==> src/rtl/shifter_pkg.sv <==
// Shared encodings and sizing helper for the iterative shifter.
// Holds the shift-mode and FSM-state enums plus the amount-port width function.
package shifter_pkg;

    typedef enum logic [1:0] {
        MODE_LOG = 2'b00,
        MODE_ARI = 2'b01,
        MODE_ROT = 2'b10,
        MODE_RSV = 2'b11
    } mode_t;

    typedef enum logic [1:0] {
        ST_IDLE  = 2'b00,
        ST_SHIFT = 2'b01,
        ST_DONE  = 2'b10
    } state_t;

    // One extra bit lets the amount port express a full-width shift and beyond.
    function automatic int shift_aw(input int width);
        return $clog2(width) + 1;
    endfunction

endpackage

==> src/rtl/shift_step.sv <==
// Combinational single-step shifter: moves a WIDTH word by k (0..STEP) bits
// left or right in logical, arithmetic or rotate mode (reserved mode = logical).
module shift_step
    import shifter_pkg::*;
#(
    parameter int WIDTH = 32,
    parameter int STEP  = 4,
    localparam int KW   = $clog2(STEP + 1)
) (
    input  logic [WIDTH-1:0] word,
    input  logic [KW-1:0]    k,
    input  logic             dir,
    input  logic [1:0]       mode,
    output logic [WIDTH-1:0] result
);

    logic [31:0] k_ext;
    logic [31:0] k_inv;

    assign k_ext = 32'(k);
    // Complementary distance; at k=0 this is WIDTH, which shifts everything out.
    assign k_inv = 32'(WIDTH) - k_ext;

    always_comb begin
        result = word;
        if (mode == MODE_ROT) begin
            if (dir) result = (word >> k_ext) | (word << k_inv);
            else     result = (word << k_ext) | (word >> k_inv);
        end else if (dir && (mode == MODE_ARI)) begin
            result = $signed(word) >>> k_ext;
        end else if (dir) begin
            result = word >> k_ext;
        end else begin
            result = word << k_ext;
        end
    end

endmodule

==> src/rtl/iter_shifter.sv <==
// Multi-cycle barrel-shift replacement: shifts at most STEP bits per enabled
// cycle, then presents the registered result with a one-cycle done pulse.
module iter_shifter
    import shifter_pkg::*;
#(
    parameter int WIDTH = 32,
    parameter int STEP  = 4,
    localparam int AW   = shift_aw(WIDTH)
) (
    input  logic             clk,
    input  logic             clr,
    input  logic             en,
    input  logic             start,
    input  logic             dir,
    input  logic [1:0]       mode,
    input  logic [AW-1:0]    amt,
    input  logic [WIDTH-1:0] in,
    output logic             ready,
    output logic             busy,
    output logic             done,
    output logic [WIDTH-1:0] q,
    output logic [1:0]       state_dbg
);

    localparam int KW = $clog2(STEP + 1);
    localparam logic [AW-1:0] WIDTH_A = AW'(WIDTH);
    localparam logic [AW-1:0] STEP_A  = AW'(STEP);

    state_t           state;
    logic [WIDTH-1:0] work;
    logic [WIDTH-1:0] step_out;
    logic [AW-1:0]    rem;
    logic [AW-1:0]    eff_amt;
    logic [AW-1:0]    k_a;
    logic [KW-1:0]    k;
    logic             dir_q;
    mode_t            mode_q;

    // Rotation wraps modulo WIDTH; other modes saturate at a full-width shift.
    always_comb begin
        eff_amt = amt;
        if (mode == MODE_ROT)     eff_amt = {1'b0, amt[AW-2:0]};
        else if (amt > WIDTH_A)   eff_amt = WIDTH_A;
    end

    assign k_a = (rem > STEP_A) ? STEP_A : rem;
    assign k   = k_a[KW-1:0];

    shift_step #(
        .WIDTH (WIDTH),
        .STEP  (STEP)
    ) u_step (
        .word   (work),
        .k      (k),
        .dir    (dir_q),
        .mode   (mode_q),
        .result (step_out)
    );

    // Handshake: a request is taken on a rising edge with start && ready && en;
    // start seen in any other state is dropped, never queued.
    always_ff @(posedge clk or negedge clr) begin
        if (!clr) begin
            state  <= ST_IDLE;
            work   <= '0;
            rem    <= '0;
            dir_q  <= 1'b0;
            mode_q <= MODE_LOG;
            q      <= '0;
        end else if (en) begin
            case (state)
                ST_IDLE: begin
                    if (start) begin
                        work   <= in;
                        dir_q  <= dir;
                        mode_q <= mode_t'(mode);
                        rem    <= eff_amt;
                        if (eff_amt == '0) begin
                            q     <= in;
                            state <= ST_DONE;
                        end else begin
                            state <= ST_SHIFT;
                        end
                    end
                end
                ST_SHIFT: begin
                    work <= step_out;
                    rem  <= rem - k_a;
                    if (rem == k_a) begin
                        q     <= step_out;
                        state <= ST_DONE;
                    end
                end
                ST_DONE: state <= ST_IDLE;
                default: state <= ST_IDLE;
            endcase
        end
    end

    assign ready     = (state == ST_IDLE);
    assign busy      = (state == ST_SHIFT) || (state == ST_DONE);
    assign done      = (state == ST_DONE);
    assign state_dbg = state;

endmodule

==> config.mk <==
export PLATFORM = sky130hd
export DESIGN_NAME = iter_shifter
export DESIGN_NICKNAME = d
export VERILOG_FILES = /design/src/rtl/shifter_pkg.sv /design/src/rtl/shift_step.sv /design/src/rtl/iter_shifter.sv
export SDC_FILE = /design/constraint.sdc
export NUM_CORES = 1
export LEC_CHECK = 0
export CAP_MARGIN = 30
export CORE_MARGIN = 2
export CORE_UTILIZATION = 35
export CTS_CLUSTER_DIAMETER = 100
export DETAILED_ROUTE_END_ITERATION = 8
export MAX_ROUTING_LAYER = met4
export SYNTH_ARGS = -nofsm -noshare
export SYNTH_HDL_FRONTEND = slang
export SYNTH_SLANG_ARGS = --single-unit
==> constraint.sdc <==
create_clock -name clk -period 5.08 [get_ports clk]
set_clock_uncertainty 0.2 [all_clocks]
set_input_delay 1.016 -clock clk [delete_from_list [all_inputs] [get_ports clk]]
set_output_delay 1.016 -clock clk [all_outputs]
set_load 0.02 [all_outputs]
==> impl_metrics.tcl, run 1 <==
# collected from the flow reports
set metrics [dict create \
    path_class "register to register" \
    grt_first_pass_wirelength_um 60700 \
    rsz0062_at_grt "false" \
    cp-end-kind "register" \
    cts_setup_buffers 0 \
    synth_flop_count 75 \
    dr.pass1.iters 6 \
    drc_errors 0 \
    ys_warn_count 0 \
    leakage_nw 3.40 \
    drt_iter0_drc 1815 \
    p_int_mw 3.20 \
    clock_latency_ns 0.36 \
    reg2reg_slack_ns 0.77 \
    ff_type "dfrtp_1" \
    min_path_type "register to register" \
    p_sw_mw 4.49 \
    grt_pass1_vias 9257 \
    synth-edff-count 0 \
    crit_fanout 49 \
    portBuffers 81 \
    drive_above_1_share_pct 9.74 \
    status "complete, no violations" \
    clock_path_buffers 2 \
    dp_slack_ns 0.973 \
    cts_sinks 75 \
    coreArea_mm2 0.0228 \
    reg2reg_to "q[26]" \
]
==> run 1: flip-flops by register name (all words and copies together) (netlist names) <==
register,cells
q,32
work,32
rem,6
mode_q,2
state_dbg,2
dir_q,1
==> run 1: kinds of logic after synthesis <==
family / share of synthesized area, %
multiplexers: 9.92
other: 0.0460
XOR/XNOR: 0.430
buffers and inverters: 8.06
AND-OR/OR-AND: 40.3
flip-flops: 23.0
AND/OR/NAND/NOR: 17.3
adder cells (fa/ha/maj): 0.921
==> run 1: per-layer routing <==
layer  track usage (%)  vias up  share of wire (%)
met4              14.2        0                5.0
li1                  -     4189                  -
met5                 -        -                  0
met1              46.6     4708                 41
met3              8.31      152                 13
met2              47.3      750                 41
==> run 1: critical path, stage by stage (launching register included) <==
cell and delay (ns):
dfrtp_1 0.46, or4_4 0.68, clkinv_2 0.10, buf_4 0.36
buf_4 0.56, a21boi_0 0.35, o32ai_1 0.50, nor2_1 0.10
a211oi_1 0.58, o31ai_1 0.17
==> run 1: how the worst max path moves through the flow <==
stage / start / end / slack [ns] / depth (start not counted)
4_1_cts: rem[4] / q[26] / 0.95 / 9
6_report: rem[4] / q[26] / 0.77 / 9
3_3_place_gp: rem[0] / q[12] / 0.92 / 9
2_1_floorplan: rem[4] / q[28] / 1.04 / 14
3_5_place_dp: rem[4] / q[26] / 0.97 / 9
5_1_grt: rem[4] / q[26] / 0.63 / 9
==> run 1: final cells by class <==
class,instances,area (um^2)
Clock buffer,9,225
Timing Repair Buffer,122,1120
Sequential cell,75,1880
Fill cell,2356,13300
Tap cell,313,392
Inverter,33,128
Multi-Input combinational cell,853,5630
Clock inverter,6,90.1
Antenna cell,1,2.50
==> run 1: cell usage in the layout, fill, tap and decap left out, drive strengths merged, types with 7 or more instances in the layout <==
master,netlist,final
nand2,103,103
a21oi,99,99
nor2,96,96
o21ai,90,90
clkdlybuf4s50,0,80
dfrtp,75,75
buf,47,42
a31oi,35,35
nor3,34,34
inv,29,30
o31ai,28,28
mux2i,26,26
a211oi,25,25
o211ai,24,24
o221ai,24,24
o22ai,18,18
mux4,18,18
a21o,17,17
a221oi,16,16
nand3,15,15
o2111ai,15,15
nand2b,13,13
and3,12,12
mux2,12,12
clkbuf,76,9
a211o,8,8
a21boi,8,8
nor2b,7,7
a221o,7,7
a22oi,7,7
==> run 1: power by group through the flow <==
stage | Clock [mW] | Combinational, mW | Sequential (mW)
detailed placement | 0 | 5.27 | 1.44
finish | 0.709 | 5.49 | 1.49
global route | 0.743 | 5.77 | 1.50
global placement | 0 | 5.36 | 1.46
CTS | 0.717 | 5.30 | 1.44
floorplan | 0 | 3.46 | 1.20
run_1/clk_routes.png
Scale bar: 50 um.
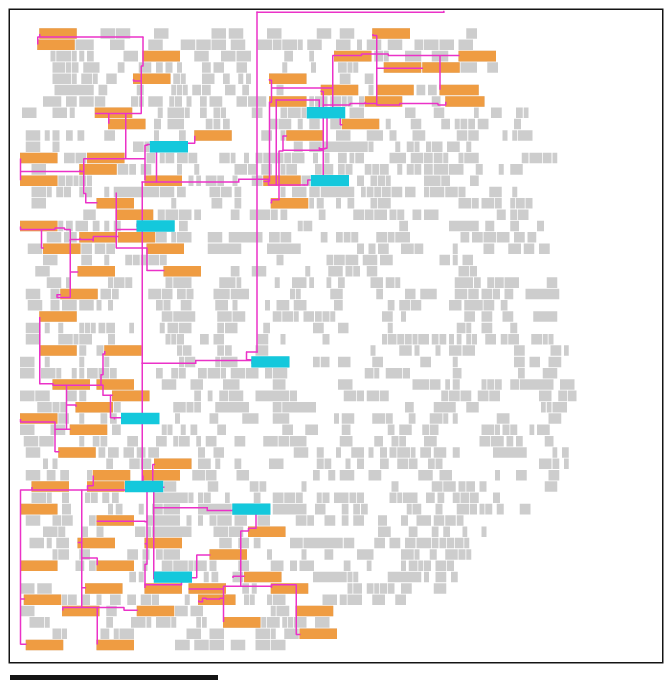
[clock wires] magenta | length: 1240 um
[flip-flops] orange | count: 75
[clock drivers] cyan | count: 9
routed clock nets	10

run_1/wires.png
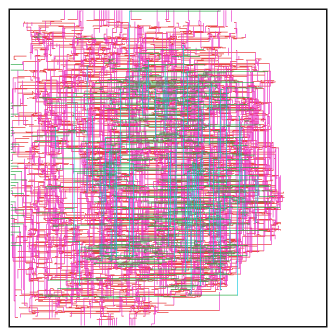
layer	color	wire length
metal 3	green	5070 um
metal 1	red	16300 um
metal 4	cyan	2010 um
metal 2	magenta	16600 um
WL final: 40000 um
wire per inst: 28.3 um
vias: 9799
Total Routing Usage GR: 33.9%

run_1/placement_by_type.png
Fill, decap, tap and diode cells in gray.
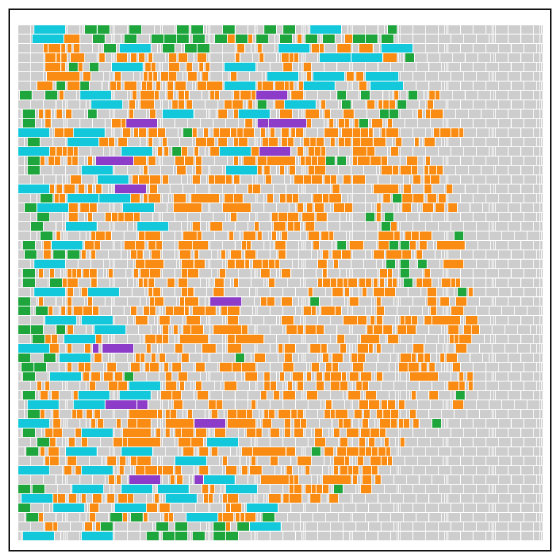
class	color	cells
other buffers and delay cells	green	122
flops	cyan	75
clock drivers and dummy loads	purple	15
combinational and other logic	orange	886

==> run 2, diff against run 1 <==
- clock period: 5.08 -> 4.2 ns (I/O delays scaled with it)
run_2/wires.png
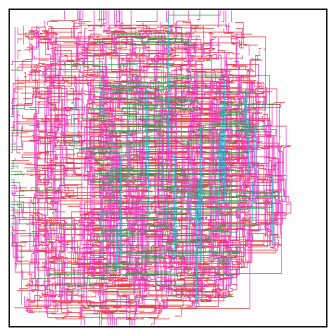
layer	color	wire length
metal 2	magenta	16700 um
metal 1	red	17000 um
metal 3	green	4720 um
metal 4	cyan	1700 um
wire per inst: 28.0 um
WL final: 40200 um
Total Routing Usage GR: 33.8%
vias: 9766

run_2/placement_by_type.png
Fill, decap, tap and diode cells in gray.
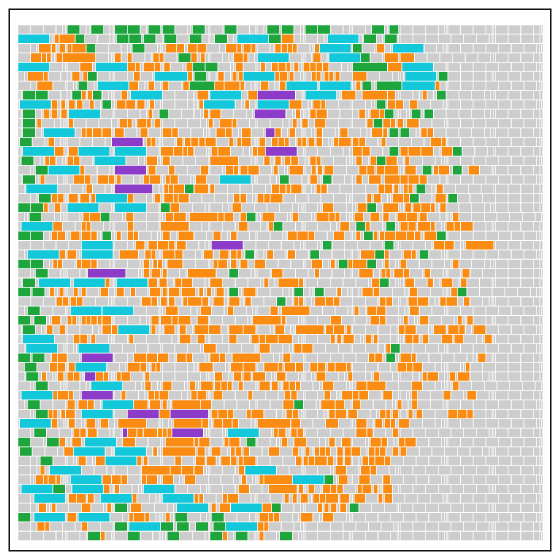
class	color	cells
other buffers and delay cells	green	147
clock drivers and dummy loads	purple	16
flops	cyan	75
combinational and other logic	orange	886

==> impl_metrics.tcl, run 2 <==
# collected from the flow reports
set metrics [dict create \
    status "complete, no violations" \
    final_layout_top_logic_cells "102 x nand2_1, 99 x a21oi_1, 95 x nor2_1" \
    n_antenna_cell 0 \
    dr.pass1.iters 5 \
    cts_setup_buffers 0 \
    grt_first_pass_wirelength_um 60400 \
    drive_above_1_share_pct 11.7 \
    p_int_mw 4.15 \
    clock_path_buffers 2 \
    rsz0062_at_grt "false" \
    synth-edff-count 0 \
    drt_iter0_drc 1655 \
    ys_warn_count 0 \
    top_regs "q (32), work (32), rem (6)" \
    drc_errors 0 \
    cp-end-kind "register" \
    grt_pass1_vias 9097 \
    dp_slack_ns 0.269 \
    coreArea_mm2 0.0228 \
    lay_top_count "nand2_1" \
    path_class "register to register" \
    clock_latency_ns 0.35 \
]
run_2/io_placement.png
Pins as bars across the die edge, other pins in gray.
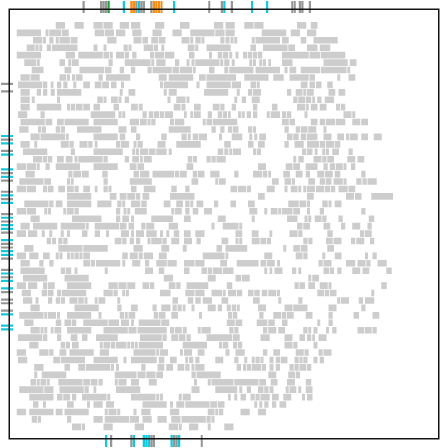
port	color	pins	direction	edge
ready	green	1	output	north
amt	orange	6	input	north
q	cyan	32	output	19 west, 7 south, 6 north
die width: 157 um
die height: 157 um
I/O Buffers: 81

-- run 2: logic make-up after synthesis --
logic type                 synth area share, %
other                                   0.0460
DFF                                       23.0
muxes                                     9.92
and+or+nand+nor                           17.3
xor gates and xnor gates                 0.430
buffers and inverters                     8.06
adders and majority gates                0.921
AOI/OAI and AO/OA                         40.3
-- run 2: final timing paths --
check                             from        end  slack (ns)  depth (start not counted)
worst max-delay path            rem[5]      q[29]        0.12                         12
worst min-delay path               clr  mode_q[1]        0.12                          1
worst max register to register  rem[5]      q[29]        0.12                         12
worst min register to register    q[3]       q[3]        0.29                          2
max in group asynchronous          clr       q[1]        3.08                          2
min in group clk                  q[3]       q[3]        0.29                          2
-- run 2: layout make-up --
| cell class | instances | area [um^2] | area share [%] |
|---|---|---|---|
| multi-input combinational | 853 | 5630 | 57.8 |
| sequential | 75 | 1880 | 19.3 |
| clock inverter | 6 | 136 | 1.40 |
| clock buffer | 10 | 229 | 2.35 |
| timing repair buffer | 147 | 1350 | 13.8 |
| tap | 313 | 392 | 4.02 |
| inverter | 33 | 128 | 1.31 |
-- run 2: worst max-delay path: stages (launching register included) --
cell	delay (ns)
dfrtp_1	0.42
or4_4	0.63
nor2_1	0.18
clkinv_1	0.12
ha_1	0.26
ha_1	0.41
clkinv_1	0.22
buf_4	0.22
o221ai_1	0.12
a21boi_0	0.22
nor4b_1	0.63
buf_4	0.24
o21ai_0	0.07
-- run 2: per-layer routing --
metal	part of all wire (%)	wire, um	up-vias	global-route usage, %
met1	42	17000	4672	47.7
met2	42	16700	717	47.0
met3	12	4720	125	7.17
met4	4.2	1700	0	13.2
li1	-	-	4252	-
met5	0	0	-	-
-- run 2: power by group through the flow --
| stage | Clock (mW) | Sequential [mW] | Combinational [mW] |
|---|---|---|---|
| after floorplan | 0 | 1.45 | 4.19 |
| after global placement | 0 | 1.72 | 6.70 |
| after detailed placement | 0 | 1.71 | 6.61 |
| after CTS | 0.994 | 1.70 | 6.65 |
| after global routing | 1.02 | 1.77 | 7.23 |
| final | 0.983 | 1.76 | 6.86 |
==> run 3, diff against run 2 <==
- CORE_ASPECT_RATIO: not set -> 0.9
run_3/wires.png
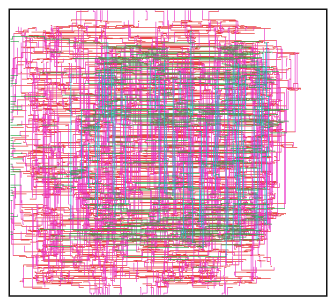
layer	color	wire length
metal 3	green	5260 um
metal 4	cyan	2340 um
metal 2	magenta	16900 um
metal 1	red	18900 um

run_3/placement_by_type.png
Fill, decap, tap and diode cells in gray.
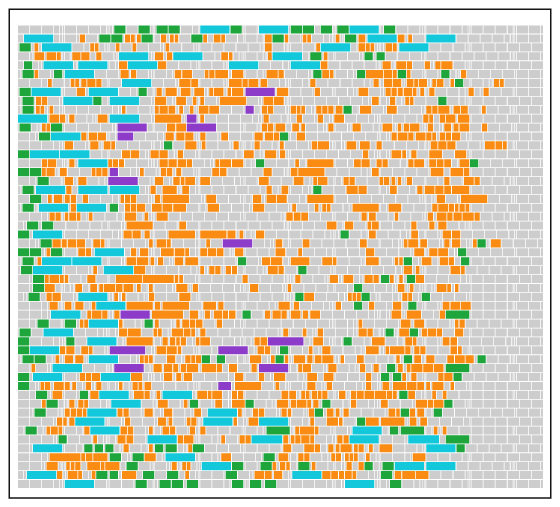
class	color	cells
other buffers and delay cells	green	154
clock drivers and dummy loads	purple	16
combinational and other logic	orange	886
flops	cyan	75
num rows: 52
area of the core: 0.0227 mm^2
Layout Utilization: 43.0%
post-route cell area: 0.00977 mm^2
sequential cell area share: 19.2%

==> impl_metrics.tcl, run 3 <==
# collected from the flow reports
set metrics [dict create \
    wirelength_um 43400 \
    critPathTopFamily "simple AND/OR/NAND/NOR gates" \
    drt_iter0_drc 1579 \
    die_h_um 149 \
    dr.max_layer_used "met4" \
    path_class "register to register" \
    status "complete, no violations" \
    dp_slack_ns 0.379 \
    crit_fanout 13 \
    cp_num_buf_inv 4 \
    clock_path_buffers 2 \
    crit_chain "or4_4 > nor2_1 > clkinv_1 > ha_1 > ha_1 > buf_4 > nor2b_1 > nand2_1 > buf_4 > nor2_1 > a2111oi_0 > buf_4 > o31ai_1" \
    grt_pass1_vias 9278 \
    die_w_um 165 \
    synth_flop_count 75 \
    portBuffers 81 \
    drc_errors 0 \
    ff_type "dfrtp_1" \
    num_vias 10000 \
    min_path_type "register to register" \
    rsz0062_at_grt "false" \
    crit_top_cell "buf_4" \
    leakage_nw 3.59 \
    drive_above_1_share_pct 12.4 \
    post_drt_wl_per_cell_um 30.3 \
    cts_sinks 75 \
    slowest_stage "or4_4" \
    final_layout_top_logic_cells "102 x nand2_1, 99 x a21oi_1, 95 x nor2_1" \
    clock_latency_ns 0.36 \
    route.met2.wl_um 16900 \
]
run_3/placement.png
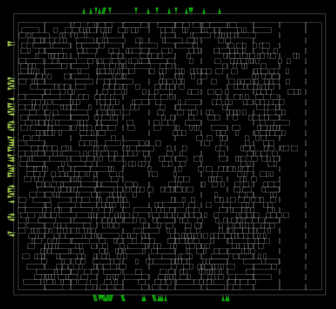
Tap Cells: 297
Non-Filler Instances: 1429
Filler Cells Inserted: 2271
registers: 75

run 3: cell types whose count changed in the layout (fill, tap and decap cells not counted):
| cell | change |
|---|---|
| inv_8 | +1 |
| buf_12 | +3 |
| clkbuf_1 | -1 |
| buf_4 | +5 |
| clkinvlp_4 | +1 |
| clkbuf_8 | +1 |
| bufinv_16 | -2 |
| diode_2 | +1 |
| buf_16 | -1 |
run 3: kinds of logic (layout without fill, tap and decap cells):
logic type	count (synthesis)	after routing	synth area share [%]
compound gates	478	478	40.3
simple gates	308	308	17.3
buf+inv	156	203	8.06
flops	75	75	23.0
mux	56	56	9.92
fa+ha+maj	6	6	0.921
xor+xnor	4	4	0.430
other cells	1	2	0.0460
run 3: area by class of cell:
class / instances / area [um^2] / share of cell area (%)
diodes: 1 / 2.50 / 0.0256
clock buffers: 10 / 239 / 2.45
clock inverters: 6 / 95.1 / 0.973
inverters: 33 / 128 / 1.31
multi-input cells: 853 / 5630 / 57.7
flip-flops and latches: 75 / 1880 / 19.2
well taps: 297 / 372 / 3.80
repair buffers: 154 / 1420 / 14.5
run 3: layer usage:
metal	track usage, %	vias to the layer above
li1	-	4268
met1	52.6	4821
met2	47.4	759
met3	9.92	166
met4	16.3	0
met5	-	-
run 3: report_power, final:
| group | internal (mW) | total [mW] | switching (mW) |
|---|---|---|---|
| combinational | 2.55 | 7.25 | 4.70 |
| sequential | 1.06 | 1.76 | 0.699 |
| clock | 0.544 | 0.899 | 0.356 |
run 3: worst reg2reg max path, delay by kind of cell (launching register included):
| family | cells | cell delay [ns] |
|---|---|---|
| and+or+nand+nor | 5 | 1.19 |
| buffers and inverters | 4 | 0.76 |
| adders and majority gates | 2 | 0.58 |
| DFF | 1 | 0.42 |
| AOI/OAI and AO/OA | 2 | 0.61 |
run 3: final timing paths:
path / depth (start not counted) / end / slack, ns / start
max: 13 / q[11] / 0.28 / rem[5]
min: 2 / q[10] / 0.30 / q[10]
max reg2reg: 13 / q[11] / 0.28 / rem[5]
min reg2reg: 2 / q[10] / 0.30 / q[10]
max in group asynchronous: 2 / work[23] / 2.67 / clr
min in group asynchronous: 1 / q[10] / 0.31 / clr
No activity file was given, so power comes from the tool's default toggle rates.
